File: src/rtl/iso_pg_seq.sv
// Per-channel power-gating sequencer with output isolation clamps.
// Define ISO_HOLD_LAST_EN to clamp to the last passed result instead of zeros.
module iso_pg_seq #(
    parameter int NCH      = 2,
    parameter int DW       = 32,
    parameter int CW       = 2,
    parameter int TW       = 12,
    parameter int WAKE_CYC = 4
) (
    input  logic              clk,
    input  logic              rst,
    input  logic [NCH*DW-1:0] rslt,
    input  logic [NCH*CW-1:0] rslt_cc,
    input  logic [NCH*TW-1:0] rslt_tag,
    input  logic [NCH-1:0]    rslt_vld,
    input  logic [NCH-1:0]    sleep_req,
    input  logic [NCH-1:0]    wake_req,
    output logic [NCH-1:0]    pwr_en,
    output logic [NCH-1:0]    iso_pass,
    output logic [NCH*DW-1:0] iso_rslt,
    output logic [NCH*CW-1:0] iso_rslt_cc,
    output logic [NCH*TW-1:0] iso_rslt_tag,
    output logic [NCH-1:0]    iso_rslt_vld
);

    typedef enum logic [1:0] {
        ST_ACTIVE = 2'd0,
        ST_CLAMP  = 2'd1,
        ST_OFF    = 2'd2,
        ST_WAKE   = 2'd3
    } state_t;

    localparam logic [7:0] WAKE_LOAD = 8'(WAKE_CYC - 1);

    for (genvar i = 0; i < NCH; i++) begin : g_ch
        state_t         r_state;
        logic [7:0]     r_wakeCnt;
        logic           r_pwrEn;
        logic           r_isoPass;
        logic [DW-1:0]  w_clampRslt;
        logic [CW-1:0]  w_clampCc;
        logic [TW-1:0]  w_clampTag;

        // Outputs are updated together with the state so they always match its decode.
        always_ff @(posedge clk) begin
            if (rst) begin
                r_state   <= ST_ACTIVE;
                r_wakeCnt <= 8'd0;
                r_pwrEn   <= 1'b1;
                r_isoPass <= 1'b1;
            end else begin
                case (r_state)
                    ST_ACTIVE: begin
                        if (sleep_req[i] && !wake_req[i] && !rslt_vld[i]) begin
                            r_state   <= ST_CLAMP;
                            r_isoPass <= 1'b0;
                        end
                    end
                    ST_CLAMP: begin
                        r_state <= ST_OFF;
                        r_pwrEn <= 1'b0;
                    end
                    ST_OFF: begin
                        if (wake_req[i]) begin
                            r_state   <= ST_WAKE;
                            r_pwrEn   <= 1'b1;
                            r_wakeCnt <= WAKE_LOAD;
                        end
                    end
                    ST_WAKE: begin
                        if (r_wakeCnt == 8'd0) begin
                            r_state   <= ST_ACTIVE;
                            r_isoPass <= 1'b1;
                        end else begin
                            r_wakeCnt <= r_wakeCnt - 8'd1;
                        end
                    end
                    default: begin
                        r_state   <= ST_ACTIVE;
                        r_pwrEn   <= 1'b1;
                        r_isoPass <= 1'b1;
                    end
                endcase
            end
        end

`ifdef ISO_HOLD_LAST_EN
        logic [DW-1:0] r_holdRslt;
        logic [CW-1:0] r_holdCc;
        logic [TW-1:0] r_holdTag;

        // Snapshot every result that actually crosses the isolation boundary.
        always_ff @(posedge clk) begin
            if (rst) begin
                r_holdRslt <= '0;
                r_holdCc   <= '0;
                r_holdTag  <= '0;
            end else if (r_isoPass && rslt_vld[i]) begin
                r_holdRslt <= rslt[i*DW +: DW];
                r_holdCc   <= rslt_cc[i*CW +: CW];
                r_holdTag  <= rslt_tag[i*TW +: TW];
            end
        end

        assign w_clampRslt = r_holdRslt;
        assign w_clampCc   = r_holdCc;
        assign w_clampTag  = r_holdTag;
`else
        assign w_clampRslt = '0;
        assign w_clampCc   = '0;
        assign w_clampTag  = '0;
`endif

        assign pwr_en[i]   = r_pwrEn;
        assign iso_pass[i] = r_isoPass;

        assign iso_rslt[i*DW +: DW]     = r_isoPass ? rslt[i*DW +: DW]     : w_clampRslt;
        assign iso_rslt_cc[i*CW +: CW]  = r_isoPass ? rslt_cc[i*CW +: CW]  : w_clampCc;
        assign iso_rslt_tag[i*TW +: TW] = r_isoPass ? rslt_tag[i*TW +: TW] : w_clampTag;
        // Reset gates valid directly since the registered pass flag may still be open.
        assign iso_rslt_vld[i] = rslt_vld[i] & r_isoPass & ~rst;
    end

endmodule

File: config.mk
export PLATFORM = sky130hd
export DESIGN_NAME = iso_pg_seq
export DESIGN_NICKNAME = d
export VERILOG_FILES = /design/src/rtl/iso_pg_seq.sv
export SDC_FILE = /design/constraint.sdc
export NUM_CORES = 1
export LEC_CHECK = 0
export ABC_AREA = 0
export CAP_MARGIN = 15
export CORE_ASPECT_RATIO = 1.4
export CORE_UTILIZATION = 28
export DETAILED_ROUTE_END_ITERATION = 8
export PLACE_DENSITY_LB_ADDON = 0.2
export SKIP_CTS_REPAIR_TIMING = 1
export SLEW_MARGIN = 0
export SYNTH_ARGS = -nofsm -noshare
export SYNTH_HDL_FRONTEND = slang
export SYNTH_SLANG_ARGS = --single-unit
File: constraint.sdc
create_clock -name clk -period 1.7 [get_ports clk]
set_input_delay 0.51 -clock clk [delete_from_list [all_inputs] [get_ports clk]]
set_output_delay 0.51 -clock clk [all_outputs]
set_load 0.05 [all_outputs]
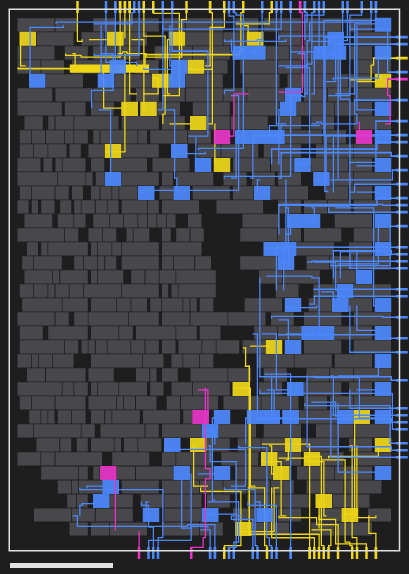
io_fan.png
Scale bar: 20 um.
[`rslt`] blue | bits: 64 | direction: input | edge: 31 east, 21 north, 12 south | end cells: 64 | buffers: 64 | wire: 2260 um
[`rslt_tag`] yellow | bits: 24 | direction: input | edge: 12 south, 11 north, 1 east | end cells: 24 | buffers: 24 | wire: 764 um
[`iso_rslt_cc`] magenta | bits: 4 | direction: output | edge: 2 south, 1 east, 1 north | end cells: 4 | buffers: 4 | wire: 104 um

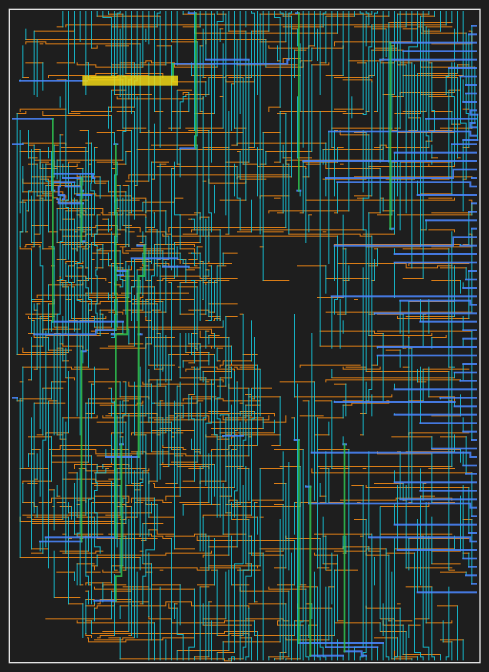
wires.png
[metal 3] blue | wire length: 783 um
[metal 4] green | wire length: 385 um
[metal 1] orange | wire length: 4020 um
[metal 5] yellow | wire length: 13.8 um
[metal 2] cyan | wire length: 6660 um

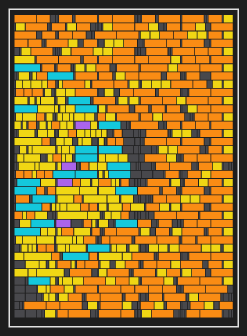
placement_by_type.png
Fill, decap, tap and diode cells in grey.
[combinational and other logic] yellow | cells: 228 | share of their area: 32%
[clock drivers and dummy loads] purple | cells: 4 | share of their area: 0.89%
[remaining buffers and delay cells] orange | cells: 247 | share of their area: 59%
[sequential cells] cyan | cells: 24 | share of their area: 8.2%

==> impl_metrics.ini <==
; generated from flow reports
[status]
outcome = finished with violations
violations = negative setup slack

[drt]
routed_wirelength_um = 11860
met2WireLength_um = 6658
drt-wirelength-per-cell_um = 19.67
drt_first_iter_violations = 99

[placement]
dp.final_hpwl_um = 7998
place.detailed.instances = 585
detailed_place.area_sq_mm = 0.005512

[clock_tree]
clk_path_buf_depth = 2
cts_tree = done

[grt]
grt_remaining_overflow = 0
grt-busiest-layer = met2

[pwr]
power_frac_seq = 0.155
swShare = 0.4433
power.switching_mw = 2.414
share_clk_of_total_power = 0.076

[setup_path]
rr_endpoint = g_ch[1].r_wakeCnt[0]
critical_path.max_fanout = 4
cp_slowest_cell = sky130_fd_sc_hd__or4bb_4
timing.reg2reg.worst_path_depth = 6
worstSetupEndpointType = flop
worst-r2r-setup-slack_ps = -150
cp-endpoint = g_ch[1].r_wakeCnt[0]

[timing]
setup-tns-final_ps = -1156
layout_setup_ws_ps = -150.3
setup_violations = 29
slew_headroom = 0.6749
worst-slew-pin-transition_ps = 486.6
clock-skew-final_ps = 2.199

[synth]
post_synth_ao_oa_area_fraction = 0.1519
syn_nets = 382
synth-seq-area-share = 0.2270
ys_types = 44
ys_warn_count = 0
synth-adder-area-share = 0.07092

[cells_and_area]
n_all_buffers = 247
multi_input_logic_portion_of_the_cell_area = 0.3041
non_clock_buffer_area_share = 0.5798
largest_reg_flops = 16
sh_seq_area = 0.07993
largest_registers = g_ch.r_wakeCnt x16, g_ch.r_state x4
final.clkbuf_count = 4
finish.instance_area_sq_mm = 0.006340
sequential_cell_area_sq_um = 506.7
logic_area_sq_mm = 0.001928

[floorplan]
chipHeight_um = 104.9
die_x_size_um = 75.49
